===== src/rtl/bnn_pkg.sv =====
// Shared constants and FSM state type for the BNN window feeder.
package bnn_pkg;

   localparam int DATA_W = 16;
   localparam int WIN    = 5;
   localparam int N_WIN  = 36;
   localparam int CNT_W  = 6;

   typedef enum logic [1:0] {
      IDLE,
      FILL,
      STREAM,
      DONE
   } feeder_state_t;

endpackage


===== src/rtl/bnn_shift_window.sv =====
// WIN-deep sample shift register; lane 0 holds the oldest sample, lane WIN-1 the newest.
module bnn_shift_window
   import bnn_pkg::*;
#(
   parameter int DATA_W = bnn_pkg::DATA_W,
   parameter int WIN    = bnn_pkg::WIN
) (
   input  logic                  clk,
   input  logic                  rst_n,
   input  logic                  clr,
   input  logic                  shift_en,
   input  logic [DATA_W-1:0]     din,
   output logic [WIN*DATA_W-1:0] win
);

   // New samples enter at the top lane and push the oldest one out of lane 0.
   always_ff @(posedge clk or negedge rst_n) begin
      if (!rst_n) begin
         win <= '0;
      end else if (clr) begin
         win <= '0;
      end else if (shift_en) begin
         win <= {din, win[WIN*DATA_W-1:DATA_W]};
      end
   end

endmodule


===== src/rtl/bnn_window_feeder.sv =====
// Turns a sample stream into N_WIN overlapping WIN-sample windows per block for the conv engine.
module bnn_window_feeder
   import bnn_pkg::*;
#(
   parameter int DATA_W = bnn_pkg::DATA_W,
   parameter int WIN    = bnn_pkg::WIN,
   parameter int N_WIN  = bnn_pkg::N_WIN
) (
   input  logic                  clk,
   input  logic                  rst_n,
   input  logic                  start,
   input  logic                  s_valid,
   input  logic [DATA_W-1:0]     s_data,
   output logic                  s_ready,
   output logic                  win_valid,
   input  logic                  win_ready,
   output logic [WIN*DATA_W-1:0] win_data,
   output logic [5:0]            win_idx,
   output logic                  win_last,
   output logic                  block_done,
   output logic                  busy
);

   localparam logic [CNT_W-1:0] FILL_LAST = CNT_W'(WIN - 1);
   localparam logic [CNT_W-1:0] CNT_MAX   = CNT_W'(WIN - 1 + N_WIN);
   localparam logic [5:0]       IDX_LAST  = 6'(N_WIN - 1);

   feeder_state_t    state, state_nxt;
   logic [CNT_W-1:0] cnt;
   logic             win_valid_nxt;
   logic             s_acc;
   logic             w_hs;
   logic             clr;

   assign s_acc      = s_valid && s_ready;
   assign w_hs       = win_valid && win_ready;
   assign clr        = (state == IDLE) && start;
   assign win_last   = win_valid && (win_idx == IDX_LAST);
   assign block_done = (state == DONE);
   assign busy       = (state != IDLE);

   bnn_shift_window #(
      .DATA_W (DATA_W),
      .WIN    (WIN)
   ) u_shift (
      .clk      (clk),
      .rst_n    (rst_n),
      .clr      (clr),
      .shift_en (s_acc),
      .din      (s_data),
      .win      (win_data)
   );

   always_ff @(posedge clk or negedge rst_n) begin
      if (!rst_n) begin
         state     <= IDLE;
         cnt       <= '0;
         win_idx   <= '0;
         win_valid <= 1'b0;
      end else begin
         state     <= state_nxt;
         win_valid <= win_valid_nxt;
         if (clr) begin
            cnt     <= '0;
            win_idx <= '0;
         end else begin
            if (s_acc) begin
               cnt <= cnt + 1'b1;
            end
            if (w_hs) begin
               win_idx <= win_idx + 1'b1;
            end
         end
      end
   end

   // A held window blocks new samples so the pending window never changes under the consumer.
   always_comb begin
      s_ready       = 1'b0;
      state_nxt     = state;
      win_valid_nxt = win_valid;
      case (state)
         IDLE: begin
            win_valid_nxt = 1'b0;
            if (start) begin
               state_nxt = FILL;
            end
         end
         FILL: begin
            s_ready = 1'b1;
            if (s_acc && (cnt == FILL_LAST)) begin
               state_nxt     = STREAM;
               win_valid_nxt = 1'b1;
            end
         end
         STREAM: begin
            s_ready = (!win_valid || win_ready) && (cnt < CNT_MAX);
            if (s_acc) begin
               win_valid_nxt = 1'b1;
            end else if (w_hs) begin
               win_valid_nxt = 1'b0;
            end
            if (w_hs && win_last) begin
               state_nxt = DONE;
            end
         end
         DONE: begin
            win_valid_nxt = 1'b0;
            state_nxt     = IDLE;
         end
         default: begin
            state_nxt     = IDLE;
            win_valid_nxt = 1'b0;
         end
      endcase
   end

endmodule


===== config.mk =====
export PLATFORM = sky130hd
export DESIGN_NAME = bnn_window_feeder
export DESIGN_NICKNAME = d
export VERILOG_FILES = /design/src/rtl/bnn_pkg.sv /design/src/rtl/bnn_shift_window.sv /design/src/rtl/bnn_window_feeder.sv
export SDC_FILE = /design/constraint.sdc
export NUM_CORES = 1
export LEC_CHECK = 0
export CORE_AREA = 2 2 115 84
export DETAILED_ROUTE_END_ITERATION = 8
export DIE_AREA = 0 0 117 86
export GPL_ROUTABILITY_DRIVEN = 0
export PLACE_DENSITY = 0.86
export SLEW_MARGIN = 20
export SYNTH_ARGS = -nofsm -noshare
export SYNTH_HDL_FRONTEND = slang
export SYNTH_HIERARCHICAL = 1
export SYNTH_SLANG_ARGS = --single-unit

===== constraint.sdc =====
create_clock -name clk -period 3 [get_ports clk]
set_input_delay 0.9 -clock clk [delete_from_list [all_inputs] [get_ports clk]]
set_output_delay 0.9 -clock clk [all_outputs]
set_load 0.02 [all_outputs]

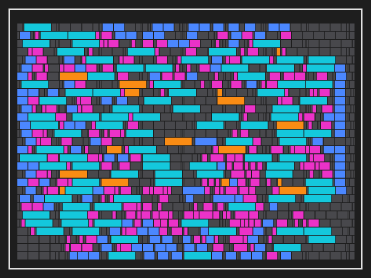
**Above:** placement by cell class.
Scale: 3 px per um. Fill, decap, tap and diode cells in grey.
Cyan marks sequential cells, cells 95, share of their area 43%. Magenta marks combinational and other logic, cells 240, share of their area 30%. Orange marks clock drivers and dummy loads, cells 16, share of their area 5.0%. Blue marks remaining buffers and delay cells, cells 122, share of their area 22%.

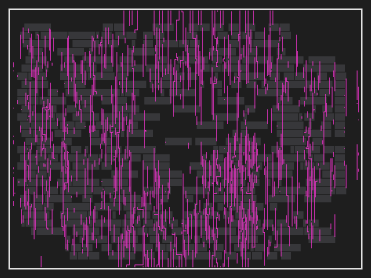
**Above:** the metal 2 layer.
Scale: 3 px per um.
The layer carries 4240 um of wire. 430 nets have wire on it. The wires run mostly vertical. The layer holds 46% of the routed length.

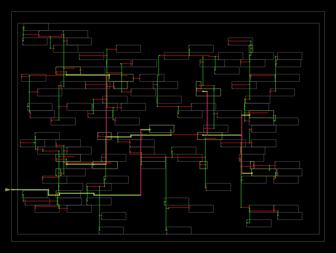
**Above:** clock routing.
clk_skew: 0.00338 ns
Clock Sinks: 95
Power Clock: 1050 uW
cts bufs inserted: 9

==> impl_metrics.yaml <==
# yosys + openroad results
status:
  status: "completed"
sta:
  setup_viol: 0
  drv_slew: 0
  postLayoutSetupSlackWorst_ns: 0.0575
  worstMarginPinSlew_ns: 0.541
  finalHoldViolations: 0
  maxSlewHeadroom_pct: 63.9
  finalCritPeriodShare_pct: 98.1
  fin_setup_tns_ns: 0
logic_synthesis:
  synth_cell_type_count: 34
  ys_area_mm2: 0.00421
  most_common_cell: "dfrtp_1"
  syn_area_mm2: 0.00421
  syn_area_per_cell_um2: 11.8
  async_reset_ff_share_pct: 100
  synth-warning-count: 6
  top_cells_by_area: "dfrtp_1 (56%), mux2i_1 (20%), nor2_1 (8.0%), buf_8 (2.9%), ha_1 (2.4%)"
  synth_stat.cells: 357
  top_cell_area_share_pct: 56.5
floorplanning:
  dieArea_mm2: 0.0101
  design.core.area_mm2: 0.00889
  die_w_um: 117
global_route:
  track_usage_pct: 19.0
  gr-total-overflow: 0
  antenna_found_initial: 0
  grt_pass1_wl_um: 14800
  grt_pass1_vias: 3038
placed_design:
  dpl_cell_area_mm2: 0.00541
  io_buffers: 111
final_layout:
  top_register: "u_shift/win"
  flop_area_mm2: 0.00238
  mostFrequentLayoutCells: "clkdlybuf4s50_1 (109), dfrtp_1 (95), nor2_1 (89)"
  layout.nets: 497
  lay_top_count: "clkdlybuf4s50_1"
  fin_cells: 597
  drive_above_1_share_pct: 6.77
  largest_reg_flops: 80
  fillerInstances: 732
  reg_top3: "u_shift/win (80), cnt (6), win_idx (6)"
routing:
  via_per_inst: 5.06
  route.detailed.drc: 0
worst_hold_path:
  hold_path.class: "reg2reg"
clocking:
  cts_tree: "built"
  cts_max_path_buffers: 2
  clock_latency_ns: 0.33
power:
  powerDensity_mw_per_mm2: 1020
job:
  warnings: 31
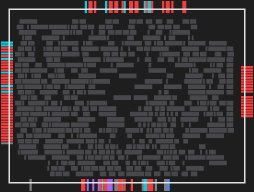
**Above:** pin map.
Scale: 2 px per um. Pins as bars across the die edge, other pins in grey.
Blue marks `s_valid`, pins 1, direction input, edge bottom. Purple marks `win_idx`, pins 6, direction output, edge bottom. Red marks `win_data`, pins 80, direction output, edge 30 left, 20 top, 18 right, 12 bottom. Cyan marks `s_data`, pins 16, direction input, edge 7 left, 6 top, 3 bottom.

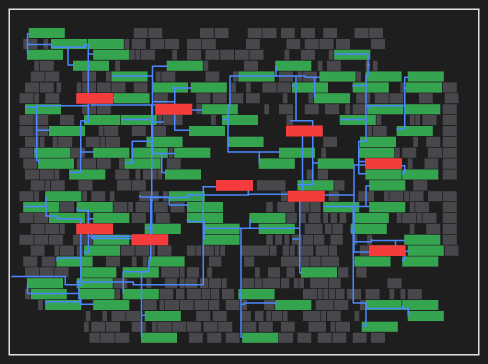
**Above:** clock wires, drivers and flops.
Scale: 4 px per um.
Red marks clock drivers, count 9. Blue marks clock wires, length 1030 um. Green marks flip-flops, count 95.
Position of the flops: spread over the die. There are 10 routed clock nets.

## power by group
group | internal (uW) | switching [uW]
combinational | 1250 | 1450
clock | 604 | 443
sequential | 1680 | 353
## cell type report
cell class	instances	share of cell area [%]
Clock buffer	13	4.57
Clock inverter	3	0.308
Inverter	8	0.528
Multi-Input combinational cell	232	28.5
Sequential cell	95	41.8
Tap cell	124	2.73
Timing Repair Buffer	122	21.6
## final timing paths
| check | cells past startpoint | slack (ns) | to | startpoint |
|---|---|---|---|---|
| max in group asynchronous | 2 | 1.77 | u_shift/win[65]$_DFFE_PN0P_ | rst_n |
| min | 2 | 0.52 | u_shift/win[13]$_DFFE_PN0P_ | u_shift/win[13]$_DFFE_PN0P_ |
| max reg2reg | 8 | 0.81 | u_shift/win[33]$_DFFE_PN0P_ | state[0]$_DFFE_PN0P_ |
| min in group asynchronous | 1 | 0.54 | u_shift/win[79]$_DFFE_PN0P_ | rst_n |
| min reg2reg | 2 | 0.52 | u_shift/win[13]$_DFFE_PN0P_ | u_shift/win[13]$_DFFE_PN0P_ |
| max | 5 | 0.06 | s_ready | win_ready |
## cells by family after synthesis
family | count (synthesis) | share of synthesized area, %
AND-OR/OR-AND | 19 | 3.18
adder cells (fa/ha/maj) | 8 | 2.38
buffers and inverters | 30 | 5.20
multiplexers | 83 | 19.8
XOR/XNOR | 5 | 1.04
AND/OR/NAND/NOR | 117 | 11.9
flip-flops | 95 | 56.5
## critical path: stages
cell	delay, ns
clkdlybuf4s50_1	0.42
nand2b_1	0.17
a31oi_2	0.22
nor2_1	0.06
clkdlybuf4s15_1	0.28
## per-layer routing
layer  routed length [um]  share of wire, %  track usage (%)
met5                    0                 0                0
met4                   95               1.0             4.81
met3                  709               7.7             7.84
met2                 4240                46             28.8
met1                 4150                45             25.4
No activity file was given, so power comes from the tool's default toggle rates.
